**Run 1: logic cells by family**

Scale: 6 px per micron.
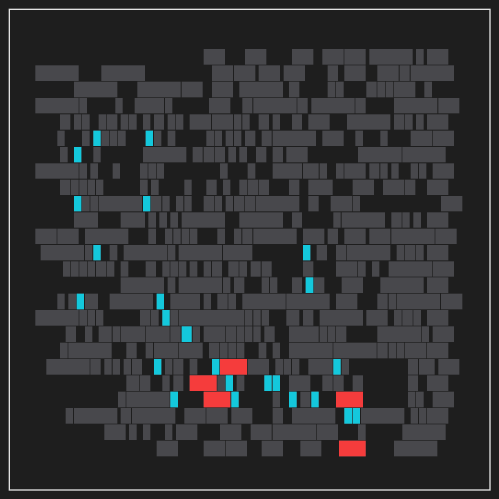
**Run 1: ports around the boundary**

Scale: 6 px per micron. Pins as bars across the die edge, other pins in grey.
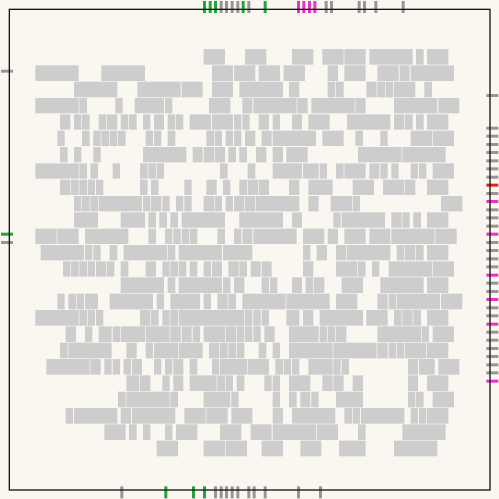
**Run 1: placement view**

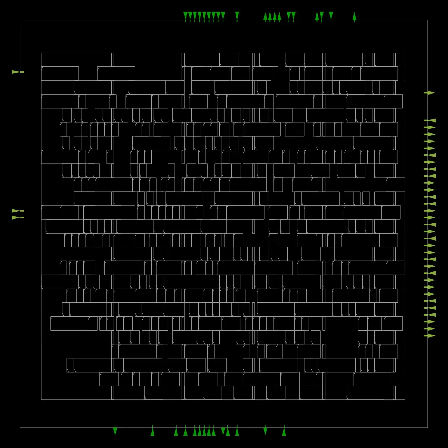
[src/rtl/dc_pkg.sv]
// dc_pkg: shared definitions for the microcode sequencer.
//   - seq_op encodings (NEXT/JUMP/CALL/RET)
//   - sequencer state encoding (INIT/RUN/HOLD)
//   - default reset and trap microaddresses, address/word widths
package dc_pkg;

    localparam int UA_W      = 9;   // microaddress width (without AX page bit)
    localparam int MC_W      = 16;  // microinstruction word width
    localparam int STK_DEPTH = 2;   // return stack depth

    localparam logic [UA_W-1:0] DC_RST_VEC  = 9'h100;
    localparam logic [UA_W-1:0] DC_TRAP_VEC = 9'h104;

    typedef enum logic [1:0] {
        SEQ_NEXT = 2'b00,
        SEQ_JUMP = 2'b01,
        SEQ_CALL = 2'b10,
        SEQ_RET  = 2'b11
    } seq_op_e;

    typedef enum logic [1:0] {
        ST_INIT = 2'b00,
        ST_RUN  = 2'b01,
        ST_HOLD = 2'b10
    } state_e;

endpackage

[src/rtl/dc_ustk.sv]
// dc_ustk: two-entry microcode return stack.
//   clk     : clock, rising edge
//   nrst    : synchronous active-low reset (empties stack, clears err)
//   push_i  : push din_i; when full the oldest entry is dropped
//   pop_i   : pop the top entry; when empty nothing changes
//   din_i   : return address to push
//   top_o   : current top entry (valid when !empty_o)
//   empty_o : no entries held
//   full_o  : STK_DEPTH entries held
//   err_o   : sticky overflow/underflow flag
module dc_ustk
    import dc_pkg::*;
(
    input  logic            clk,
    input  logic            nrst,
    input  logic            push_i,
    input  logic            pop_i,
    input  logic [UA_W-1:0] din_i,
    output logic [UA_W-1:0] top_o,
    output logic            empty_o,
    output logic            full_o,
    output logic            err_o
);

    // ent_q[0] is the top of stack, ent_q[1] the older entry.
    logic [UA_W-1:0] ent_q [STK_DEPTH];
    logic [UA_W-1:0] ent_d [STK_DEPTH];
    logic [1:0]      cnt_q, cnt_d;
    logic            err_q, err_d;

    assign top_o   = ent_q[0];
    assign empty_o = (cnt_q == 2'd0);
    assign full_o  = (cnt_q == 2'(STK_DEPTH));
    assign err_o   = err_q;

    always_comb begin
        ent_d[0] = ent_q[0];
        ent_d[1] = ent_q[1];
        cnt_d    = cnt_q;
        err_d    = err_q;
        if (push_i) begin
            // Shifting down drops the oldest entry when already full.
            ent_d[1] = ent_q[0];
            ent_d[0] = din_i;
            if (full_o) err_d = 1'b1;
            else        cnt_d = cnt_q + 2'd1;
        end else if (pop_i) begin
            if (empty_o) begin
                err_d = 1'b1;
            end else begin
                ent_d[0] = ent_q[1];
                cnt_d    = cnt_q - 2'd1;
            end
        end
    end

    always_ff @(posedge clk) begin
        if (!nrst) begin
            ent_q[0] <= '0;
            ent_q[1] <= '0;
            cnt_q    <= 2'd0;
            err_q    <= 1'b0;
        end else begin
            ent_q[0] <= ent_d[0];
            ent_q[1] <= ent_d[1];
            cnt_q    <= cnt_d;
            err_q    <= err_d;
        end
    end

endmodule

[src/rtl/dc_seq.sv]
// dc_seq: microcode sequencer driving an external MicROM.
//   clk      : clock, all state changes on rising edge
//   nrst     : synchronous active-low reset
//   rom_a    : MicROM address {ax_q, upc}, registered
//   rom_ma   : next-address field of the current ROM word
//   rom_mc   : opcode field of the current ROM word
//   ax       : AX page select for the next fetch
//   stall    : datapath hold request
//   seq_op   : 00 NEXT, 01 JUMP, 10 CALL, 11 RET
//   jmp_addr : JUMP/CALL target
//   trap_req : level trap request
//   trap_ack : one-cycle pulse in the cycle after a trap is taken
//   mir      : microinstruction register
//   mir_vld  : mir holds a valid word
//   stk_err  : sticky return stack overflow/underflow
module dc_seq
    import dc_pkg::*;
#(
    parameter logic [UA_W-1:0] RST_VEC  = DC_RST_VEC,
    parameter logic [UA_W-1:0] TRAP_VEC = DC_TRAP_VEC
) (
    input  logic            clk,
    input  logic            nrst,
    output logic [UA_W:0]   rom_a,
    input  logic [UA_W-1:0] rom_ma,
    input  logic [MC_W-1:0] rom_mc,
    input  logic            ax,
    input  logic            stall,
    input  logic [1:0]      seq_op,
    input  logic [UA_W-1:0] jmp_addr,
    input  logic            trap_req,
    output logic            trap_ack,
    output logic [MC_W-1:0] mir,
    output logic            mir_vld,
    output logic            stk_err
);

    state_e          state_q, state_d;
    logic [UA_W-1:0] upc_q, upc_d;
    logic            ax_q, ax_d;
    logic [MC_W-1:0] mir_q, mir_d;
    logic            vld_q, vld_d;
    logic            ack_q, ack_d;

    logic            stk_push, stk_pop;
    logic [UA_W-1:0] stk_top;
    logic            stk_empty, stk_full;

    dc_ustk u_ustk (
        .clk     (clk),
        .nrst    (nrst),
        .push_i  (stk_push),
        .pop_i   (stk_pop),
        .din_i   (rom_ma),
        .top_o   (stk_top),
        .empty_o (stk_empty),
        .full_o  (stk_full),
        .err_o   (stk_err)
    );

    // Only registers reach the ROM address.
    assign rom_a    = {ax_q, upc_q};
    assign mir      = mir_q;
    assign mir_vld  = vld_q;
    assign trap_ack = ack_q;

    always_comb begin
        state_d  = state_q;
        upc_d    = upc_q;
        ax_d     = ax_q;
        mir_d    = mir_q;
        vld_d    = vld_q;
        ack_d    = 1'b0;
        stk_push = 1'b0;
        stk_pop  = 1'b0;

        case (state_q)
            ST_INIT: begin
                // ROM is presenting the RST_VEC word.
                mir_d   = rom_mc;
                vld_d   = 1'b1;
                upc_d   = rom_ma;
                state_d = ST_RUN;
            end
            ST_RUN, ST_HOLD: begin
                if (stall) begin
                    state_d = ST_HOLD;
                end else begin
                    state_d = ST_RUN;
                    mir_d   = rom_mc;
                    ax_d    = ax;
                    if (trap_req) begin
                        // Trap overrides sequencing; no stack traffic.
                        upc_d = TRAP_VEC;
                        ax_d  = 1'b0;
                        ack_d = 1'b1;
                    end else begin
                        case (seq_op_e'(seq_op))
                            SEQ_RET: begin
                                // Empty-stack RET falls back to the ROM link.
                                stk_pop = 1'b1;
                                upc_d   = stk_empty ? rom_ma : stk_top;
                            end
                            SEQ_JUMP: upc_d = jmp_addr;
                            SEQ_CALL: begin
                                stk_push = 1'b1;
                                upc_d    = jmp_addr;
                            end
                            default:  upc_d = rom_ma;
                        endcase
                    end
                end
            end
            default: state_d = ST_INIT;
        endcase
    end

    always_ff @(posedge clk) begin
        if (!nrst) begin
            state_q <= ST_INIT;
            upc_q   <= RST_VEC;
            ax_q    <= 1'b0;
            mir_q   <= '0;
            vld_q   <= 1'b0;
            ack_q   <= 1'b0;
        end else begin
            state_q <= state_d;
            upc_q   <= upc_d;
            ax_q    <= ax_d;
            mir_q   <= mir_d;
            vld_q   <= vld_d;
            ack_q   <= ack_d;
        end
    end

endmodule

[config.mk]
export PLATFORM = sky130hd
export DESIGN_NAME = dc_seq
export DESIGN_NICKNAME = d
export VERILOG_FILES = /design/src/rtl/dc_pkg.sv /design/src/rtl/dc_ustk.sv /design/src/rtl/dc_seq.sv
export SDC_FILE = /design/constraint.sdc
export NUM_CORES = 1
export LEC_CHECK = 0
export ABC_AREA = 1
export CORE_MARGIN = 4
export CORE_UTILIZATION = 45
export DETAILED_ROUTE_END_ITERATION = 8
export GPL_TIMING_DRIVEN = 0
export PLACE_DENSITY_LB_ADDON = 0.15
export SYNTH_ARGS = -nofsm -noshare
export SYNTH_HDL_FRONTEND = slang
export SYNTH_SLANG_ARGS = --single-unit
[constraint.sdc]
create_clock -name clk -period 2.4 [get_ports clk]
set_clock_uncertainty 0.15 [all_clocks]
set_input_delay 0.24 -clock clk [delete_from_list [all_inputs] [get_ports clk]]
set_output_delay 0.24 -clock clk [all_outputs]
set_load 0.005 [all_outputs]
==> run_results.csv, run 1 <==
group,metric,value,unit
status,outcome,"finished, final reports clean",
layout,multiInputGateArea,1124,sq um
cts,ctsRootBufferMaster,"sky130_fd_sc_hd__clkbuf_8",
final_timing,max_freq,534.1,MHz
global_routing,grt_start_max_net_pins,15,
yosys,postSynthCellCount,333,
layout,drive_above_1_share,7.824,%
drt,route.met2.wl,2.755,mm
yosys,yosys-stat-cells,333,
setup_path,endpoint_kind,"flip-flop",
setup_path,cpMaxStageDelayCell,"sky130_fd_sc_hd__dfxtp_1",
hold_path,hold-path-cell-count,2,
cts,numCtsBuffers,5,
setup_path,critPathBufInv,4,
yosys,area_figure_in_the_yosys_stat_output,2325,sq um
global_routing,grtUsageMet1,24.65,%
final_timing,setup_tns,0,ps
layout,antennaDiodeCount,0,
floorplanning,taps,67,
yosys,register_share_after_synthesis,43.92,%
cts,tritoncts,"done",
layout,clockNetworkAreaShare,3.204,%
layout,finish.net_count,455,
setup_path,worst-r2r-setup-slack,530,ps
yosys,top_cell_type_by_total_area_after_synthesis,"sky130_fd_sc_hd__dfxtp_1",
final_timing,timing.final.crit_period,1872,ps
setup_path,reg2reg_from,"state_q[0]",
yosys,synth.top_cells.by_count,"99 x sky130_fd_sc_hd__nand2_1, 58 x sky130_fd_sc_hd__nor2_1, 51 x sky130_fd_sc_hd__dfxtp_1",
layout,area.share.combinational,35.09,%
layout,buffers,83,
cts,hold_buffers,0,
drt,drtPass1Iterations,4,
setup_path,critical-path-top-delay-family,"buffers and inverters",
layout,nClkBuffers,6,
hold_path,hold_end,"mir_vld",
setup_path,worstReg2RegEnd,"mir[2]",
layout,areaGrowthSynthToFinish,37.73,%
cts,tritoncts_num_sinks,51,
final_timing,relSlewSlack,67.03,%
cts,ctsHtreeMaxLevel,2,
drt,vias_per_cell,4.782,
global_routing,grtUsageMet3,3.499,%
yosys,dominantRegCellSynth,"sky130_fd_sc_hd__dfxtp_1",
final_timing,drv_slew,0,
drt,wl_met1,2.693,mm
layout,sequential_cells,51,
layout,sequential_cell_area,1021,sq um
global_routing,grtUsageMet2,31.89,%
flow_run,stage_log_warnings,29,
layout,nonClkBufAreaFrac,24.35,%
final_timing,post-route-period-util,78.02,%
layout,nMultiInputCombCells,244,
yosys,synth_warnings,0,
drt,detail-route-antenna-nets,0,
final_timing,tightest_slew,494.5,ps
final_timing,post-route-worst-setup-slack,527.5,ps
floorplanning,rows,25,
yosys,cell_area_synth,2325,sq um
floorplanning,boundaryPins,70,
cts,cts_resized,0,
yosys,synth.area.top_cells,"sky130_fd_sc_hd__dfxtp_1 44%, sky130_fd_sc_hd__nand2_1 16%, sky130_fd_sc_hd__nor2_1 9.4%, sky130_fd_sc_hd__o21ai_0 6.2%, sky130_fd_sc_hd__a21oi_1 6.0%",
setup_path,path_class,"flip-flop to flip-flop",
setup_path,worst-path-max-fanout,10,
yosys,yosys.cell_count.top_type,"sky130_fd_sc_hd__nand2_1",
yosys,synth_flops,51,
drt,drtIter0Drc,106,
drt,drt_drc_violations_left,0,
cts,postCtsSetupRepairBufs,0,
cts,worst_skew_pair.late_latency,300,ps
hold_path,hold_path_class,"flip-flop to flip-flop",
global_routing,grt_first_pass_wirelength,9.501,mm
layout,nonClockInverterCount,24,
placed_design,dp_worst_setup_slack,298.9,ps
drt,detailroute.via_count,2276,
final_timing,finalSetupViolations,0,
setup_path,cp_data_required_time,2450,ps
yosys,synth_cell_type_count,26,
floorplanning,chip_area,6380,sq um
global_routing,vias_in_the_first_global_route,2074,
layout,biggestCellCategory,"combinational gates",
pwr,vdd.ir_drop.worst,0.0003528,V
global_routing,global_route_total_overflow,0,
drt,routed_wire_length_per_instance,12.38,microns
placed_design,detailedPlacementHpwl,4.519,mm
yosys,synth.net_count,379,
drt,met3_length,364,microns
yosys,synth_top_area_share,43.92,%
## Picture notes: 'logic cells by family'
[cyan] inv cells | cells: 24 | most used: inv_1
[red] fa/ha/maj cells | cells: 5 | most used: ha_1 | where: bottom centre
most frequent logic cell in the layout: sky130_fd_sc_hd__nand2_1
post-route non-filler standard cell count: 476

## Picture notes: 'ports around the boundary'
[red] nrst | pins: 1 | direction: input | edge: right
[green] rom_ma | pins: 9 | direction: input | edge: 5 top, 3 bottom, 1 left
[magenta] rom_a | pins: 10 | direction: output | edge: 6 right, 4 top
all pins by edge: 33 right, 20 top, 14 bottom, 3 left
number of port buffers: 69
Die H: 79.88 microns
horizontal extent of the die: 79.88 microns

## Picture notes: 'placement view'
core area: 4848 sq um
fillers: 450
fraction of the core area covered by cells at the end of the flow: 66.04%

[run 1: kinds of logic after synthesis]
| group | count (synthesis) | synth area share (%) |
|---|---|---|
| and+or+nand+nor | 181 | 33.10 |
| buffers and inverters | 38 | 7.749 |
| DFF | 51 | 43.92 |
| adders and majority gates | 5 | 2.691 |
| AOI/OAI and AO/OA | 58 | 12.54 |
[run 1: where the power goes]
group | internal [mW] | total [mW] | switching, mW
registers | 0.935 | 0.974 | 0.0391
logic | 0.304 | 0.574 | 0.270
clock network | 0.306 | 0.573 | 0.268
total | 1.54 | 2.12 | 0.577
[run 1: through the flow]
step | utilization (%) | area (sq um) | total power [mW] | std cells | hold WS (ps)
4_1_cts | 66.04 | 3202 | 2.140 | 476 | 325.7
6_report | 66.04 | 3202 | 2.121 | 476 | 320.1
2_1_floorplan | - | 2325 | 1.268 | 333 | 168.0
3_5_place_dp | 63.92 | 3099 | 1.572 | 469 | 303.6
5_1_grt | 66.04 | 3202 | 2.255 | 476 | 341.2
3_3_place_gp | 63.92 | 3099 | 1.562 | 469 | 298.1
[run 1: worst max-delay path by stage]
stage / from / cells after the start / slack [ps] / to
2_1_floorplan: state_q[0] / 9 / 710 / mir[0]
3_3_place_gp: seq_op[1] / 10 / 350 / u_ustk.ent_q[0][1]
3_5_place_dp: seq_op[0] / 11 / 300 / u_ustk.ent_q[0][8]
4_1_cts: state_q[0] / 10 / 500 / mir[2]
5_1_grt: state_q[0] / 10 / 330 / mir[5]
6_report: state_q[0] / 9 / 530 / mir[2]
[run 1: flip-flops by register name (all words and copies together) (netlist names)]
register / flops
state_q: 2
upc_q: 9
u_ustk.cnt_q: 2
mir: 16
mir_vld: 1
trap_ack: 1
ax_q: 1
u_ustk.ent_q: 18
u_ustk.err_o: 1
--- run 2 (diff from run 1) ---
==> constraint.sdc (replaced) <==
create_clock -name clk -period 1.8 [get_ports clk]
set_clock_uncertainty 0.15 [all_clocks]
set_input_delay 0.18 -clock clk [delete_from_list [all_inputs] [get_ports clk]]
set_output_delay 0.18 -clock clk [all_outputs]
set_load 0.005 [all_outputs]
==> run_results.csv, run 2 <==
group,metric,value,unit
yosys,postSynthCellCount,333,
yosys,synth_cell_type_count,26,
drt,drtPass1Iterations,5,
placed_design,dp_worst_setup_slack,-241.1,ps
yosys,register_share_after_synthesis,43.92,%
setup_path,critPathCapture,"mir[1]",
yosys,synth_warnings,0,
floorplanning,taps,67,
setup_path,worst-path-max-fanout,10,
cts,postCtsSetupRepairBufs,2,
layout,drive_above_1_share,10.14,%
setup_path,worstReg2RegEnd,"mir[1]",
floorplanning,boundaryPins,70,
final_timing,post-route-period-util,95.26,%
drt,drtIter0Drc,114,
layout,sequential_cell_area,1023,sq um
setup_path,worst-r2r-setup-slack,90,ps
yosys,synth.top_cells.by_count,"99 x sky130_fd_sc_hd__nand2_1, 58 x sky130_fd_sc_hd__nor2_1, 51 x sky130_fd_sc_hd__dfxtp_1",
status,outcome,"finished, final reports clean",
setup_path,crit_start,"state_q[0]",
cts,tritoncts,"done",
placed_design,detailedPlacementHpwl,4.519,mm
cts,ctsHtreeMaxLevel,2,
floorplanning,die_w,79.88,microns
yosys,yosys.cell_count.top_type,"sky130_fd_sc_hd__nand2_1",
layout,number_of_flip_flops_under_the_largest_register_name,18,
pwr,vdd.ir_drop.worst,0.0004706,V
setup_path,cpMaxStageDelayCell,"sky130_fd_sc_hd__dfxtp_2",
layout,areaGrowthSynthToFinish,40.69,%
layout,nMultiInputCombCells,244,
layout,nonClkBufAreaFrac,25.06,%
layout,buffers,88,
layout,most_frequent_logic_cell_in_the_layout,"sky130_fd_sc_hd__nand2_1",
floorplanning,rows,25,
layout,utilization,67.46,%
hold_path,hold_path_class,"input pin to flip-flop",
yosys,dominantRegCellSynth,"sky130_fd_sc_hd__dfxtp_1",
cts,hold_buffers,0,
layout,fill_cells,435,
global_routing,grtUsageMet2,32.05,%
setup_path,path_class,"flip-flop to flip-flop",
placed_design,place.port_buffers,69,
final_timing,setup_tns,0,ps
layout,antennaDiodeCount,0,
flow_run,stage_log_warnings,30,
layout,finish.net_count,460,
layout,clockNetworkAreaShare,3.137,%
final_timing,post-route-worst-setup-slack,85.40,ps
global_routing,grtUsageMet3,3.499,%
layout,biggest_register,"u_ustk.ent_q",
layout,nonClockInverterCount,24,
cts,ctsRootBufferMaster,"sky130_fd_sc_hd__clkbuf_8",
==> run 2: cell counts after synthesis <==
Identical to the previous run, type by type.
==> run 2: kinds of logic (layout without fill, tap and decap cells) <==
| group | Yosys count | count (layout) | share of synthesized area [%] |
|---|---|---|---|
| and+or+nand+nor | 181 | 181 | 33.10 |
| AOI/OAI and AO/OA | 58 | 58 | 12.54 |
| DFF | 51 | 51 | 43.92 |
| buffers and inverters | 38 | 119 | 7.749 |
| adders and majority gates | 5 | 5 | 2.691 |
==> run 2: power by group <==
| part | switching [mW] | internal [mW] | total [mW] |
|---|---|---|---|
| combinational | 0.377 | 0.444 | 0.822 |
| clock | 0.363 | 0.408 | 0.771 |
| sequential | 0.0521 | 1.25 | 1.30 |
==> run 2: metrics by stage <==
step	hold slack, ps	cell area [sq um]	total power [mW]	std cells
after detailed placement	303.6	3099	2.096	469
after global routing	324.7	3271	3.065	481
after global placement	298.1	3099	2.083	469
after floorplan	108.0	2325	1.691	333
after CTS	308.1	3232	2.878	478
final	312.7	3271	2.892	481
==> run 2: worst min-delay path by stage <==
stage               startpoint        to  slack (ps)
floorplan                stall  trap_ack         110
global placement      upc_q[8]  upc_q[8]         300
global route                ax      ax_q         320
finish                      ax      ax_q         310
CTS                         ax      ax_q         310
detailed placement    upc_q[8]  upc_q[8]         300
==> run 2: worst max-delay path: cells and delay by family, from the launching register on <==
kind            cells  cell delay [ps]
flops               1              340
simple gates        3              260
fa+ha+maj           1              290
buf+inv             5              430
compound gates      1              150
==> run 2: per-layer routing <==
metal	routed length, microns	up-vias
met5	0	-
met4	72	0
met3	406	9
met2	2854	74
met1	2598	1032
li1	-	1212
**Run 2: drive-strength map**

Scale: 6 px per micron.
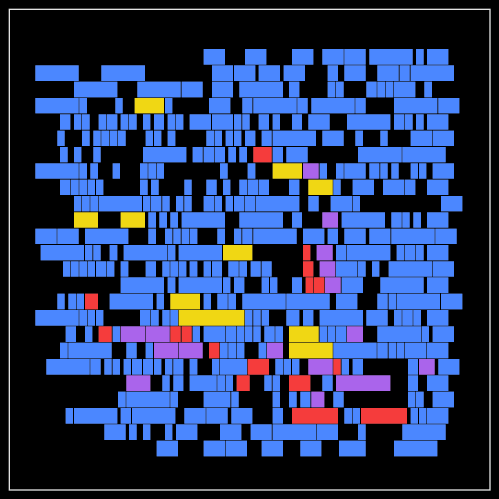
[red] x2 | cells: 16
[yellow] x6 and larger | cells: 10
[purple] x3 and x4 | cells: 16
[blue] x1 and smaller | cells: 372

**Run 2: logic cells by family**

Scale: 6 px per micron.
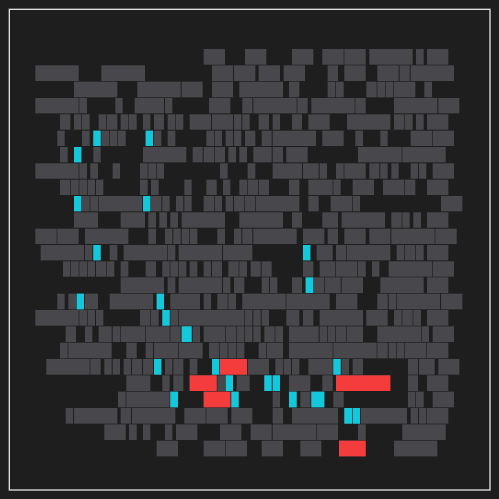
[red] fa/ha/maj cells | cells: 5 | most used: ha_1 | where: bottom centre
[cyan] inv cells | cells: 24 | most used: inv_1
combinational share of cell area: 35.08%
post-route non-filler standard cell count: 481

Power is estimated from default activity; no workload was simulated.
